<file path="config.mk">
export PLATFORM = sky130hd
export DESIGN_NAME = ollar_mem_arbiter_flat
export DESIGN_NICKNAME = d
export VERILOG_FILES = /design/src/rtl/ollar_mem_arbiter_if.sv /design/src/rtl/ollar_mem_arbiter.sv /design/src/flat_wrapper.sv
export SDC_FILE = /design/constraint.sdc
export NUM_CORES = 1
export LEC_CHECK = 0
export ABC_AREA = 0
export CORE_AREA = 2 2 157 159
export DETAILED_ROUTE_END_ITERATION = 10
export DIE_AREA = 0 0 159 161
export GPL_TIMING_DRIVEN = 0
export SLEW_MARGIN = 20
export SYNTH_ARGS = -nofsm -noshare
export SYNTH_HDL_FRONTEND = slang
export SYNTH_SLANG_ARGS = --single-unit
</file>
<file path="constraint.sdc">
create_clock -name CLOCK_PIN -period 3.9 [get_ports CLOCK_PIN]
set_clock_uncertainty 0.05 [all_clocks]
set_input_delay 1.17 -clock CLOCK_PIN [delete_from_list [all_inputs] [get_ports CLOCK_PIN]]
set_output_delay 1.17 -clock CLOCK_PIN [all_outputs]
set_load 0.01 [all_outputs]
</file>
<file path="src/rtl/ollar_mem_arbiter_if.sv">
// Bundle of the four-core request side and the single memory port of the
// OLLAR shared-memory arbiter. The arbiter uses the slave modport. The
// requesting cores together with the memory use the master modport.
interface ollar_mem_arbiter_if #(
    parameter int N_CORES = 4,
    parameter int ADDR_W  = 32,
    parameter int DATA_W  = 32
);
    logic [N_CORES-1:0]        core_req;
    logic [N_CORES-1:0]        core_we;
    logic [N_CORES*ADDR_W-1:0] core_addr;
    logic [N_CORES*DATA_W-1:0] core_wdata;
    logic [N_CORES-1:0]        core_ack;
    logic [DATA_W-1:0]         core_rdata;
    logic                      mem_en;
    logic                      mem_we;
    logic [ADDR_W-1:0]         mem_addr;
    logic [DATA_W-1:0]         mem_wdata;
    logic [DATA_W-1:0]         mem_rdata;
    logic [1:0]                grant_id;
    logic                      busy;

    modport slave (
        input  core_req, core_we, core_addr, core_wdata, mem_rdata,
        output core_ack, core_rdata, mem_en, mem_we, mem_addr, mem_wdata,
               grant_id, busy
    );

    modport master (
        output core_req, core_we, core_addr, core_wdata, mem_rdata,
        input  core_ack, core_rdata, mem_en, mem_we, mem_addr, mem_wdata,
               grant_id, busy
    );
endinterface

</file>
<file path="src/rtl/ollar_mem_arbiter.sv">
// Round-robin arbiter for four OLLAR cores sharing one fixed-latency memory
// port. It handles one access at a time: IDLE arbitrates, ISSUE strobes
// mem_en, WAIT counts down the memory latency, and RESP pulses the ack.
module ollar_mem_arbiter #(
    parameter int N_CORES     = 4,
    parameter int ADDR_W      = 32,
    parameter int DATA_W      = 32,
    parameter int MEM_LATENCY = 1
) (
    input logic               CLOCK_PIN,
    input logic               RESET_PIN,
    ollar_mem_arbiter_if.slave bus
);

    typedef enum logic [1:0] {
        ST_IDLE  = 2'd0,
        ST_ISSUE = 2'd1,
        ST_WAIT  = 2'd2,
        ST_RESP  = 2'd3
    } state_t;

    state_t              state_r;
    state_t              state_s;
    logic [1:0]          ptr_r;
    logic [3:0]          cnt_r;
    logic [1:0]          grant_s;
    logic                any_req_s;
    logic [1:0]          grant_r;
    logic                mem_en_r;
    logic                mem_we_r;
    logic [ADDR_W-1:0]   mem_addr_r;
    logic [DATA_W-1:0]   mem_wdata_r;
    logic [DATA_W-1:0]   core_rdata_r;
    logic [N_CORES-1:0]  core_ack_r;
    logic                busy_r;

    // The first requester found at or after ptr wins. Scanning downward lets
    // the closest candidate overwrite any farther one.
    function automatic logic [2:0] rr_pick(input logic [3:0] req, input logic [1:0] ptr);
        logic [2:0] pick;
        logic [1:0] idx;
        pick = 3'b000;
        idx  = 2'd0;
        for (int k = 3; k >= 0; k--) begin
            idx = ptr + 2'(k);
            if (req[idx]) begin
                pick = {1'b1, idx};
            end else begin
                pick = pick;
            end
        end
        return pick;
    endfunction

    // Round-robin grant candidate, examined only while IDLE.
    always_comb begin
        any_req_s = 1'b0;
        grant_s   = 2'd0;
        {any_req_s, grant_s} = rr_pick(bus.core_req, ptr_r);
    end

    // Next-state logic. RESP always returns to IDLE, so a request that is
    // still high in its ack cycle is never issued a second time.
    always_comb begin
        state_s = state_r;
        case (state_r)
            ST_IDLE: begin
                if (any_req_s) state_s = ST_ISSUE;
                else           state_s = ST_IDLE;
            end
            ST_ISSUE: state_s = ST_WAIT;
            ST_WAIT: begin
                if (cnt_r == 4'd0) state_s = ST_RESP;
                else               state_s = ST_WAIT;
            end
            ST_RESP: state_s = ST_IDLE;
            default: state_s = ST_IDLE;
        endcase
    end

    // State register.
    always_ff @(posedge CLOCK_PIN) begin
        if (RESET_PIN) state_r <= ST_IDLE;
        else           state_r <= state_s;
    end

    // Datapath registers. An aborted access gets no ack after reset. The
    // memory-side fields hold their values from one ISSUE to the next.
    always_ff @(posedge CLOCK_PIN) begin
        if (RESET_PIN) begin
            ptr_r        <= 2'd0;
            cnt_r        <= 4'd0;
            grant_r      <= 2'd0;
            mem_en_r     <= 1'b0;
            mem_we_r     <= 1'b0;
            mem_addr_r   <= {ADDR_W{1'b0}};
            mem_wdata_r  <= {DATA_W{1'b0}};
            core_rdata_r <= {DATA_W{1'b0}};
            core_ack_r   <= {N_CORES{1'b0}};
            busy_r       <= 1'b0;
        end else begin
            mem_en_r   <= 1'b0;
            core_ack_r <= {N_CORES{1'b0}};
            busy_r     <= (state_s != ST_IDLE);
            case (state_r)
                ST_IDLE: begin
                    if (any_req_s) begin
                        grant_r     <= grant_s;
                        mem_en_r    <= 1'b1;
                        mem_we_r    <= bus.core_we[grant_s];
                        mem_addr_r  <= bus.core_addr[int'(grant_s)*ADDR_W +: ADDR_W];
                        mem_wdata_r <= bus.core_wdata[int'(grant_s)*DATA_W +: DATA_W];
                    end
                end
                ST_ISSUE: cnt_r <= 4'(MEM_LATENCY - 1);
                ST_WAIT: begin
                    if (cnt_r == 4'd0) begin
                        if (!mem_we_r) core_rdata_r <= bus.mem_rdata;
                        core_ack_r <= N_CORES'(1) << grant_r;
                    end else begin
                        cnt_r <= cnt_r - 4'd1;
                    end
                end
                ST_RESP: ptr_r <= grant_r + 2'd1;
                default: ;
            endcase
        end
    end

    assign bus.core_ack   = core_ack_r;
    assign bus.core_rdata = core_rdata_r;
    assign bus.mem_en     = mem_en_r;
    assign bus.mem_we     = mem_we_r;
    assign bus.mem_addr   = mem_addr_r;
    assign bus.mem_wdata  = mem_wdata_r;
    assign bus.grant_id   = grant_r;
    assign bus.busy       = busy_r;

endmodule

</file>
<file path="src/flat_wrapper.sv">
// flat-port wrapper written by rule: the top's interface ports become plain ports
module ollar_mem_arbiter_flat 
#(
    parameter int N_CORES     = 4,
    parameter int ADDR_W      = 32,
    parameter int DATA_W      = 32,
    parameter int MEM_LATENCY = 1
)
  (CLOCK_PIN, RESET_PIN, bus_core_req, bus_core_we, bus_core_addr, bus_core_wdata, bus_mem_rdata, bus_core_ack, bus_core_rdata, bus_mem_en, bus_mem_we, bus_mem_addr, bus_mem_wdata, bus_grant_id, bus_busy);
  ollar_mem_arbiter_if #(.N_CORES(N_CORES), .ADDR_W(ADDR_W), .DATA_W(DATA_W)) bus_i ();
  input logic CLOCK_PIN;
  input logic RESET_PIN;
  input wire logic [$bits(bus_i.core_req)-1:0] bus_core_req;
  input wire logic [$bits(bus_i.core_we)-1:0] bus_core_we;
  input wire logic [$bits(bus_i.core_addr)-1:0] bus_core_addr;
  input wire logic [$bits(bus_i.core_wdata)-1:0] bus_core_wdata;
  input wire logic [$bits(bus_i.mem_rdata)-1:0] bus_mem_rdata;
  output wire logic [$bits(bus_i.core_ack)-1:0] bus_core_ack;
  output wire logic [$bits(bus_i.core_rdata)-1:0] bus_core_rdata;
  output wire logic [$bits(bus_i.mem_en)-1:0] bus_mem_en;
  output wire logic [$bits(bus_i.mem_we)-1:0] bus_mem_we;
  output wire logic [$bits(bus_i.mem_addr)-1:0] bus_mem_addr;
  output wire logic [$bits(bus_i.mem_wdata)-1:0] bus_mem_wdata;
  output wire logic [$bits(bus_i.grant_id)-1:0] bus_grant_id;
  output wire logic [$bits(bus_i.busy)-1:0] bus_busy;
  assign bus_i.core_req = bus_core_req;
  assign bus_i.core_we = bus_core_we;
  assign bus_i.core_addr = bus_core_addr;
  assign bus_i.core_wdata = bus_core_wdata;
  assign bus_i.mem_rdata = bus_mem_rdata;
  assign bus_core_ack = bus_i.core_ack;
  assign bus_core_rdata = bus_i.core_rdata;
  assign bus_mem_en = bus_i.mem_en;
  assign bus_mem_we = bus_i.mem_we;
  assign bus_mem_addr = bus_i.mem_addr;
  assign bus_mem_wdata = bus_i.mem_wdata;
  assign bus_grant_id = bus_i.grant_id;
  assign bus_busy = bus_i.busy;
  ollar_mem_arbiter #(.N_CORES(N_CORES), .ADDR_W(ADDR_W), .DATA_W(DATA_W), .MEM_LATENCY(MEM_LATENCY)) u_core (.CLOCK_PIN(CLOCK_PIN), .RESET_PIN(RESET_PIN), .bus(bus_i));
endmodule
</file>
**Run 1: signal wires on met3**

(2 px per um)
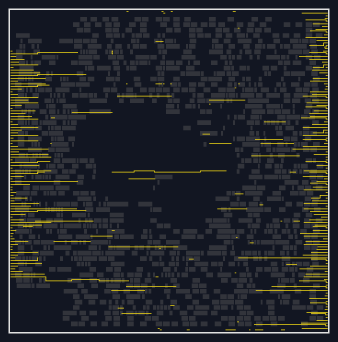
The layer carries 2200 um of wire. The wires run mostly horizontal. The longest straight run is 44.4 um.
met3 GRT Util: 7.27%
sum of routed wire length over all layers: 28500 um
vias post-DR: 7082

**Run 1: signal metal coverage by tile**

(2 px per um) 32 x 32 tiles, from dark purple (low) to yellow (high), scaled to the fullest tile. Values are wire area over tile area, all layers added.
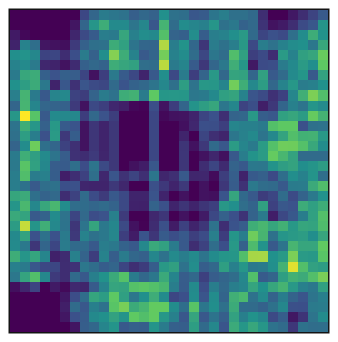
The emptiest ninth of the die: middle. 8.0% of the tiles are nearly empty. The fullest tile reaches 0.52. The mean over all tiles is 0.18. 24% of the tiles are over half the peak. The densest ninth of the die: bottom right.
Routed WL per cell: 19.2 um
Global Route Usage Sum: 22.1%

**Run 1: cell classes on the final placement**

(3 px per um)
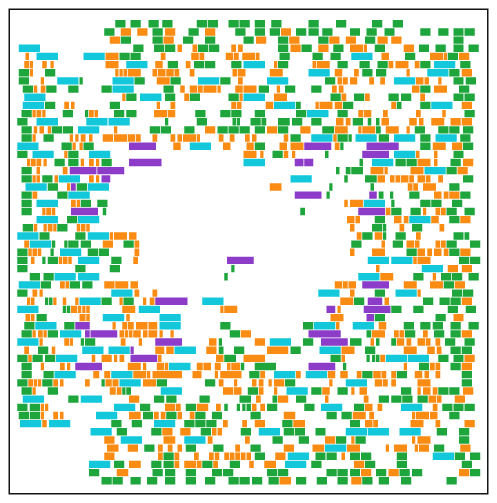
flip-flops: shown in cyan, cells 113. all other logic: shown in orange, cells 546. clock drivers and dummy loads: shown in purple, cells 32. other buffers and delay cells: shown in green, cells 467.
final design instance area without fill: 11300 um2
row count: 57
final standard cell utilization of the core: 47.2%

**Run 1: sizing map**

(1.5 px per um)
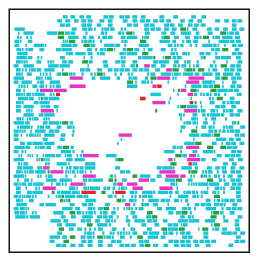
drive 3 to 4: shown in red, cells 7. drive 2: shown in green, cells 87. drive 6 and up: shown in magenta, cells 35. drive 1 or less: shown in cyan, cells 1029.
Signal buffers: 467
post-route setup slack: 0.266 ns

==> notes.md, run 1 <==
Main metrics from the flow reports.

The flow ran to the end, and the final reports show no timing, DRC or antenna violations. Looking at the clock tree report, the H-tree level count equals 4. The smallest clock period supported by the final layout is computed as 3.63 ns. Per report_power, the Clock row totals 1.71 mW. The post-route setup TNS came out at 0 ns.

The flow measured a signed area growth from synthesis to layout of 81.2%. The floorplan utilization is 26.0%. The share of the final layout cell area in multi-input gates is 32.1%. met1 track demand over resource after global routing is roughly a quarter. The max-capacitance violation count came out at 0.

The tightest hold path in the finished design has a slack of about 0.4 ns. The report lists the cells along the critical path as clkdlybuf4s50_1 > and2b_1 > o21ba_2 > buf_2 > nor2_4 > buf_2 > mux2i_1 > o211ai_2. The synthesized design spends more area on one cell type than any other, namely sky130_fd_sc_hd__dfxtp_1. The share of cells above drive strength 1 came out at 11.1%. Clock tree buffers and inverters occupy under 10% of the routed design's cell area. The critical path launch point is bus_core_req[0]. Post-synthesis, Yosys gives the total cell area as 6240 um2.

The placeable core region came out at 24000 um2. The final estimated routing congestion in global placement is ~0.81. The filler cell count is 2407. The yosys warning tally came out at 0. The most numerous cell in the Yosys netlist is sky130_fd_sc_hd__nand2_1. In this run the most used layer during global routing was met2. The XOR/XNOR share of the synthesized area came out at 0.421%. The largest contributor to cell area by class is non-clock buffers. The wire length of the first global-routing pass is 43500 um. The final design was reported to hold multi-input combinational gates totalling 539. Per the layout area report, the register area comes to 2260 um2. The number of global-route vias before repair came out at 7321.

The number of warnings the tools reported came out at 28. The achievable frequency came out at 275 MHz. The quantity of I/O buffers inserted on ports came out at 401. Summed over all nets, wire length on met3 after detailed routing comes to between 2000 and 2500 um.

The layout report lists the non-clock buffer share of cell area as 38.5%. The count of inserted antenna diode cells came out at 1. For this run, the post-layout net count is 1447.

The chip area is 25600 um2. The total iterations of the first detailed-routing run came out at 4. The well-tap cell count is 324. The async set or reset register ratio after synthesis is 0%. In the synthesized netlist the dominant register cell turns out to be sky130_fd_sc_hd__dfxtp_1. The synthesized area per cell came out at 8.60 um2. The flow reports that combinational logic draws 43.9% of the design power. Following the worst setup path forward leads to its endpoint at u_core.bus.mem_wdata[29]$_SDFFE_PP0P_. The startpoint identified for the worst register-to-register timing path is u_core.ptr_r[0]$_SDFFE_PP0N_.

The final global-route overflow total came out at 0. Of the total synthesized cell area, the portion taken by AND-OR and OR-AND cells is 29.5%. The multiplexer area fraction after synthesis is a little over a tenth. 403 I/O pins were placed. The biggest fanout along the worst timing path is 10. The family with the most delay on the worst path is buffers and inverters.

The post-synthesis register bit count came out at 113. After the first detailed-routing iteration, the DRC count stood at 311. In this run, synthesis inferred 0 flip-flops with an integrated enable. The logic depth of the worst register-to-register path is 7. Ranking logic cells in the layout by count gives the top entries sky130_fd_sc_hd__clkdlybuf4s50_1 (401), sky130_fd_sc_hd__nand2_1 (121), sky130_fd_sc_hd__dfxtp_1 (113). The endpoint of the lowest-slack register-to-register path is u_core.bus.mem_wdata[29]$_SDFFE_PP0P_.

The remaining design rule violation count came out at 0. The final critical-path share of the clock period is approximately 93%. The die height came out at 161 um. The number of ordinary inverters in the final layout came out at 7. The net switching power figure is between 2 and 2.5 mW. The total placed instance area came out at about 11000 um2. The detailed route wirelength on metal2 came out at ~14000 um. The number of buffer and inverter stages on the critical path is 3. The number of placed instances with taps included came out at 1450. The number of antenna violations at the first check in global routing came to 1.

The dominant logic cell type in the layout is sky130_fd_sc_hd__clkdlybuf4s50_1. TritonCTS built the clock tree. The simple-gate area share of the yosys netlist is about 16%. The last timing report of the flow puts the setup violation total at 0.

Per STA, the library cell used most along the worst path is sky130_fd_sc_hd__buf_2. STA classifies the critical path startpoint as an input port. In this run, flip-flops and latches consume 27.8% of the power. For flop-to-flop paths, the worst setup slack is 1.25 ns. In the hold timing report, the worst path depth is 2. The flop count came out at 113.

For this design, the slowest cell found on the critical path is sky130_fd_sc_hd__clkdlybuf4s50_1. The post-place setup slack came out at -0.346 ns. Overall power consumption after layout is estimated at 6.03 mW.

The flip-flop and latch power came out at between 1.5 and 2 mW. The internal power consumption is around 3.9 mW. The area share of fa/ha/maj cells after synthesis came out at 0.802%. For this design the ratio of total power to cell area is 533 nW/um2.
==> inputs of run 2 (changes only) <==
- ABC_AREA: 0 -> 1
- CAP_MARGIN: not set -> 40
- PLACE_DENSITY: not set -> 0.67
==> notes.md, run 2 <==
Main metrics from the flow reports.

The run finished with clean final reports. The overall die width is 159 um. The power of the clock network came out at 1.64 mW (-4%). Counting the clock-network buffers in the layout gives 18. The combinational power share came out at 53.7% (+9.8 points). The quantity of I/O buffers inserted on ports was 402 (+0.25%). The violation tally from detailed-route iteration zero came out at 558 (+79%). The logic depth of the worst register-to-register path is 16 (+9). The number of ordinary inverters in the final layout was 288 (+281). According to the CTS report, the clock sink count is 113. The routed length on met1 is 13100 um.

The flip-flop and latch power is 1.78 mW (+7%). The final-stage net count came out at 2069 (+43%). The number of placement rows came to 57 (unchanged).

The slowest stage of the critical path is the sky130_fd_sc_hd__clkdlybuf4s50_1 cell. The final hold violation count recorded for this run is 0. The number of buffer and inverter stages on the critical path is 7 (+4). The multi-input combinational cell count is 855 (+59%).

The cell at the root of the clock tree is sky130_fd_sc_hd__clkbuf_16. The filler cell count is 2482 (+3.1%). The remaining design rule violation count came to 0 (unchanged).

The wire length of the first global-routing pass came to 49400 um (+14%). The overall fraction of global-route tracks in use is 24.4% (+2.3 points). In this run the deepest clock path goes through 2 buffers.

The reg2reg setup slack is 1.41 ns (+0.16 ns). The final global-route overflow total is 0 (unchanged). Per STA, the endpoint of the critical path is u_core.bus.mem_addr[29]$_SDFFE_PP0P_.

The synthesis report lists the most area-consuming cells as sky130_fd_sc_hd__dfxtp_1 (30%), sky130_fd_sc_hd__nand3_1 (22%), sky130_fd_sc_hd__nand2_1 (17%). The data required time reported for the critical path is roughly 4.2 ns. The share of the final layout cell area in multi-input gates came out at 30.0% (-2.1 points). The total iterations of the first detailed-routing run is 5 (+1).

The nature of the critical path endpoint is a flop. The number of gates resized after cts is 0. The global router reports that the layer with the highest usage is met2. The wire length reported by the detailed router came out at 32100 um (+13%).

The number of placed instances with taps included was 2072 (+43%). sky130_fd_sc_hd__dfxtp_1 takes more of the synthesized area than any other cell. The die height came to 161 um (unchanged). The depth of the worst hold-timing path came out at 2 (unchanged).

The top cell type in the final layout, fill and taps aside, is sky130_fd_sc_hd__clkdlybuf4s50_1. The area share of fa/ha/maj cells after synthesis came out at 0.666% (-0.14 points). The shortest clock period the worst path allows after layout came out at 3.24 ns (-0.392 ns).

The worst setup path is launched from an input port. The via count normalized by instance count came out at 4.62. The final critical-path share of the clock period is 83.1% (-10 points). The simple-gate area share of the yosys netlist was 45.8% (+29 points). The most frequent cell on the critical path is sky130_fd_sc_hd__nand2_1. Walking the worst path, the cells encountered are clkdlybuf4s50_1 > inv_1 > nand2_1 > nand2_1 > inv_2 > nor2_1 > nand2_1 > nand2_1 > inv_2 > clkbuf_1 > buf_1 > nand3_1 > nand2_1 > inv_1. The biggest fanout along the worst timing path was 10 (unchanged).

TritonCTS built the clock tree. The count of inserted antenna diode cells came out at 1 (unchanged). The final estimated routing congestion in global placement came to 0.932 (+15%). The achievable frequency is 308 MHz (+12%).

Max-slew check failures listed in the final report amount to 0. The clock-pin slew on the worst setup and hold paths is 0.06 ns. The number of global-route vias before repair came out at 9186 (+25%). The top cell types in the final layout, fill and taps aside, are sky130_fd_sc_hd__clkdlybuf4s50_1 (402), sky130_fd_sc_hd__nand2_1 (345), sky130_fd_sc_hd__nand3_1 (327).

On the critical path the largest part of the delay comes from buffers and inverters. Per the area breakdown, the dominant cell category is non-clock buffers. The synthesized chip area reported by yosys is 7520 um2 (+20%). The post-place setup slack came out at 0.218 ns (+0.565 ns).

The post-detailed-route count of antenna-violating nets came out at 0. The power per cell area is 587 nW/um2 (+10%). In the global route stage, met2 resource usage came out at 44.5%. The async set or reset register ratio after synthesis is 0% (unchanged).

The share of final layout cell area taken by non-clock buffers is 35.3% (-3.2 points). The highest layer touched by signal routing is met4. The power share of the sequential group is 24.1% (-3.7 points). Counting every net in the synthesized netlist gives 1646. The flip-flop and latch area came out at 2260 um2 (unchanged). The flop count is 113 (unchanged). The I/O pin total is 403 (unchanged). The number of antenna violations at the first check in global routing is 1 (unchanged). The total placed instance area is 12000 um2 (+12%). The chip area is 25600 um2 (unchanged).

Per the timing report, the most critical flop-to-flop path originates at u_core.ptr_r[0]$_SDFFE_PP0N_. The number of levels the H-tree was split into came out at 4 (unchanged). The multiplexer area fraction after synthesis was 0% (-11 points).

The number of different library cells in the post-synthesis netlist came out at 27. The stage delay of the slowest cell on the critical path is 0.48 ns. The slew check shows that the tightest pin keeps a relative margin of 53.3%. The net switching power figure came out at 3.12 mW (+50%).

The CTS report gives the tree buffer count as 17. The critical path launch point is bus_core_req[0]. The non-filler instance count after layout is 2105. The detailed route wirelength on metal2 is 16200 um (+15%). The wire-length estimate of the detail-placed layout is 25700 um. Yosys reports that the leading cell type by area covers 30.1% of the netlist area. Per the power-grid run, VDD falls by no more than 0.228 mV.

The synthesized area per cell came out at 5.59 um2 (-35%). The count of endpoints failing setup in the final report came out at 0 (unchanged). The worst hold slack came out at 0.409 ns (+0.00759 ns).

The most common cell in the synthesized netlist is sky130_fd_sc_hd__nand2_1. The floorplan utilization was 31.4% (+5.3 points). The internal power consumption came out at 4.26 mW (+8.0%). The buffer count from post-CTS setup fixing is 0. The XOR/XNOR share of the synthesized area came out at 0% (-0.42 points). The endpoint of the lowest-slack register-to-register path is u_core.bus.mem_we$_SDFFE_PP0P_.

The average wire per standard cell is 15.3 um (-21%). The well-tap cell count came out at 324 (unchanged). Looking at hold timing, the worst path starts from u_core.bus.core_rdata[26]$_SDFFE_PP0P_.

The combinational cell power is 3.97 mW. The reported leakage power is ~6.4 nW. The dominant power group is combinational logic. The area share of and-or/or-and cells after synthesis came out at 3.70% (-26 points). The yosys warning tally is 0 (unchanged). The relative area of clock buffers and inverters in the final design is 4.91% (-0.72 points). The synthesized netlist cell count is between 1000 and 1500. The maximum number of pins on one net before global-route repair came out at 17. The max-capacitance violation count is 0 (unchanged). The global routing met3 resource utilization came out at 5.78% (-1.5 points). After synthesis, the largest family of logic cells by area is simple AND/OR/NAND/NOR gates. The post-route setup TNS is 0 ns (unchanged). Among all flip-flop cells after synthesis, the most frequent one is sky130_fd_sc_hd__dfxtp_1. The number of flops mapped to enable cells by yosys is 0 (unchanged). The overall power of the completed layout came out at 7.39 mW (+23%). The cell depth of the worst setup path came out at 14. The met1 global-route usage came out at 28.2% (+2.5 points). Setup repair after global routing left no endpoint under its margin. The type recorded for the worst min-delay path is flop to flop. The switching portion of total power comes to 42.3%. The share of the yosys chip area belonging to registers came out at 30.1%. The total via count in the routed design is 9722 (+37%). The path with the worst hold slack has its endpoint at u_core.bus.core_rdata[26]$_SDFFE_PP0P_.

The post-synthesis register bit count came out at 113 (unchanged). The routed length on met3 is 2130 um (-3.0%). In the synthesized netlist, the cells that appear most often are sky130_fd_sc_hd__nand2_1 (345), sky130_fd_sc_hd__nand3_1 (327), sky130_fd_sc_hd__inv_1 (283).

The share of cells above drive strength 1 is 5.28% (-5.9 points). The number of warnings the tools reported came to 28 (unchanged).
**Run 2: cell classes on the final placement**

(3 px per um)
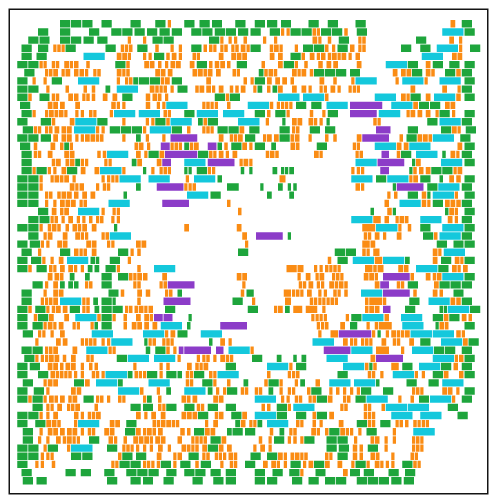
flip-flops: shown in cyan, cells 113. other buffers and delay cells: shown in green, cells 492. all other logic: shown in orange, cells 1143. clock drivers and dummy loads: shown in purple, cells 32.
area of the core region: 24000 um2
final design instance area without fill: 12600 um2
flop share of the area: 18.0%
final standard cell utilization of the core: 52.5%

**Run 2: sizing map**

(1.5 px per um)
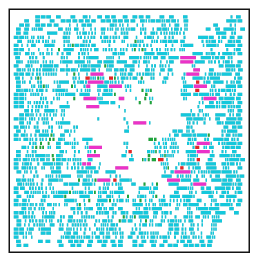
drive 6 and up: shown in magenta, cells 25. drive 1 or less: shown in cyan, cells 1686. drive 3 to 4: shown in red, cells 10. drive 2: shown in green, cells 59.
Signal buffers: 492
Synth-to-Final Area Change: 67.3%
post-route setup slack: 0.658 ns

**Run 2: signal wires on met3**

(2 px per um)
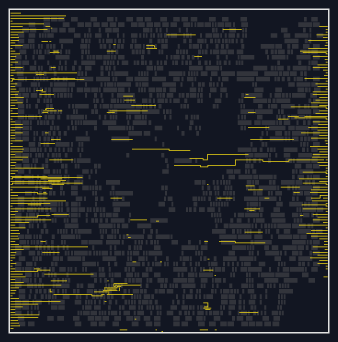

==> inputs of run 3 (changes only) <==
- CORE_AREA: 2 2 157 159 -> 2 2 158 160
- DIE_AREA: 0 0 159 161 -> 0 0 160 162
- PLACE_DENSITY: 0.67 -> 0.66
- clock period: 3.9 -> 3 ns (I/O delays scaled with it)
**Run 3: signal wires on met3**

(2 px per um)
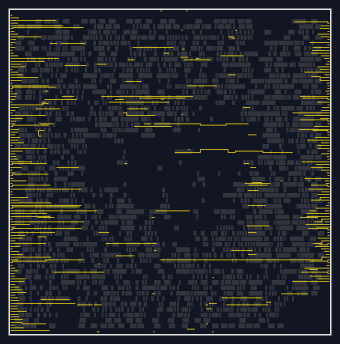
278 nets have wire on it. The longest straight run is 81.0 um. The wires run mostly horizontal. The layer holds 7.5% of the routed length. The layer carries 2450 um of wire.
sum of routed wire length over all layers: 32800 um
vias post-DR: 9713

**Run 3: clock wiring as the flow saved it**

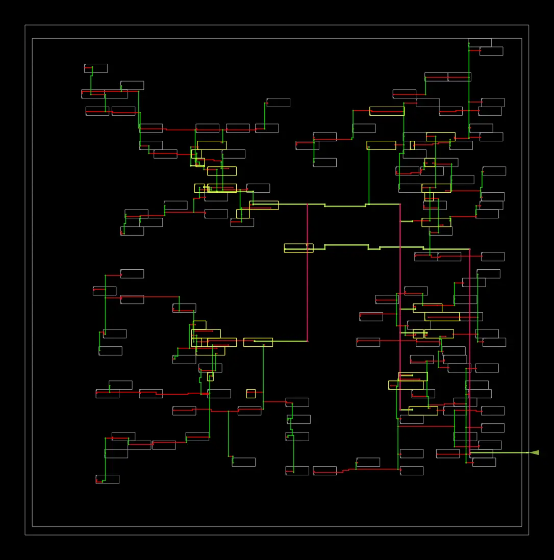
Clk. pwr: 2.12 mW
insertion delay of the later-clocked pin in the worst-skew pair: 0.42 ns
total clock buffers created by CTS: 17

==> notes.md, run 3 <==
Main metrics from the flow reports.

The signal on the critical path passes through clkdlybuf4s50_1 > inv_1 > nand2_1 > nand2_1 > inv_2 > nand2_4 > nand2_1 > inv_2 > nand3_2 > clkbuf_4 > buf_2 > nand3_1 > nand3_1 > nand3_2 > nand2_1 > inv_1. The post-place setup slack came out at -0.465 ns (-0.683 ns). The post-route setup TNS is 0 ns (unchanged). The non-filler instance count after layout came to 2104 (-0.048%). The number of ordinary inverters in the final layout came out at 288 (unchanged). TritonCTS built the clock tree.

The count of endpoints failing hold in the final timing report came out at 0 (unchanged). The shortest clock period the worst path allows after layout came out at 2.85 ns. In the layout the commonest cells are sky130_fd_sc_hd__clkdlybuf4s50_1 (402), sky130_fd_sc_hd__nand2_1 (345), sky130_fd_sc_hd__nand3_1 (326). The family with the most delay on the worst path is buffers and inverters. The worst register-to-register path ends at u_core.bus.mem_wdata[20]$_SDFFE_PP0P_. The global routing stage identified its most utilized layer as met2. The nature of the critical path endpoint is a flop. The multiplexer area fraction after synthesis was 0% (unchanged). The floorplan utilization is 31.2% (-0.19 points). The async set or reset register ratio after synthesis came out at 0% (unchanged). The number of warnings the tools reported is 28 (unchanged).

The final global-route overflow total came out at 0 (unchanged). The clock-pin slew on the worst setup and hold paths was 0.06 ns (about the same). The number of flops mapped to enable cells by yosys is 0 (unchanged). The count of inserted antenna diode cells came out at 0 (-1). The total iterations of the first detailed-routing run is 5 (unchanged).

Counting instances in the post-synthesis netlist gives the leading cell types as sky130_fd_sc_hd__nand2_1 (345), sky130_fd_sc_hd__nand3_1 (327), sky130_fd_sc_hd__inv_1 (283). The number of levels the H-tree was split into is 4 (unchanged). Checking hold timing, the worst path is listed with class flop to flop. The met1 global-route usage came out at 29.3% (+1.1 points). The yosys warning tally came out at 0 (unchanged). The biggest fanout along the worst timing path is 10 (unchanged). The via count normalized by instance count was 4.62 (about the same). The main area contributors are sky130_fd_sc_hd__dfxtp_1 (30%), sky130_fd_sc_hd__nand3_1 (22%), sky130_fd_sc_hd__nand2_1 (17%).

The synthesized netlist cell count came to 1344 (unchanged). The half-perimeter wire length after placement came to 26100 um (+1.6%). The flip-flop and latch area was 2260 um2 (unchanged). The simple-gate area share of the yosys netlist came out at 45.8% (unchanged). The most critical setup path has its endpoint at u_core.bus.mem_we$_SDFFE_PP0P_. The overall die width came to 160 um (+0.63%). The die height came to 162 um (+0.62%). The cell depth of the worst setup path was 16 (+2). After detailed routing, no signal wire sits above met5.

The final-stage net count is 2069 (unchanged). The area share of fa/ha/maj cells after synthesis is 0.666% (unchanged). The number of sinks on the clock net was 113 (unchanged). The number of placement rows is 57 (unchanged). The synthesized chip area reported by yosys came out at 7520 um2 (unchanged). The final critical-path share of the clock period came out at 95.1%.

Compared with the post-synthesis result, the final layout area differs by 67.7%. The power share of the sequential group came out at 23.9% (-0.2 points). The met2 track demand over resource in global routing came out at 44.4% (-0.11 points).

The area share of and-or/or-and cells after synthesis is 3.70% (unchanged). The largest part of the power goes to combinational logic. The number of different library cells in the post-synthesis netlist came to 27 (unchanged). The reported leakage power came to 6.42 nW (+0.42%). The largest cell class by area is non-clock buffers. The global routing met3 resource utilization came out at 6.28% (+0.50 points). The library cell used most frequently in the layout, excluding fill and tap cells, is sky130_fd_sc_hd__clkdlybuf4s50_1.

The number of global-route vias before repair is 9496 (+3.4%). The chip area came out at 25900 um2 (+1.3%). The number of antenna violations at the first check in global routing came out at 1 (unchanged). The post-synthesis register bit count was 113 (unchanged). The number of gates resized after cts was 2 (+2). The data required time at the worst endpoint was 3.26 ns (-0.91 ns). The run finished with clean final reports. The number of pins with negative max-slew slack in the final report came out at 0 (unchanged). STA classifies the critical path startpoint as an input port. The worst setup slack after layout is 0.146 ns (-0.512 ns). Setup repair after global routing left no endpoint under its margin.

The reg2reg setup slack came to 0.68 ns (-0.73 ns). The most numerous cell in the Yosys netlist is sky130_fd_sc_hd__nand2_1.
Power figures rest on the tool's default switching activity, not on a simulated workload.
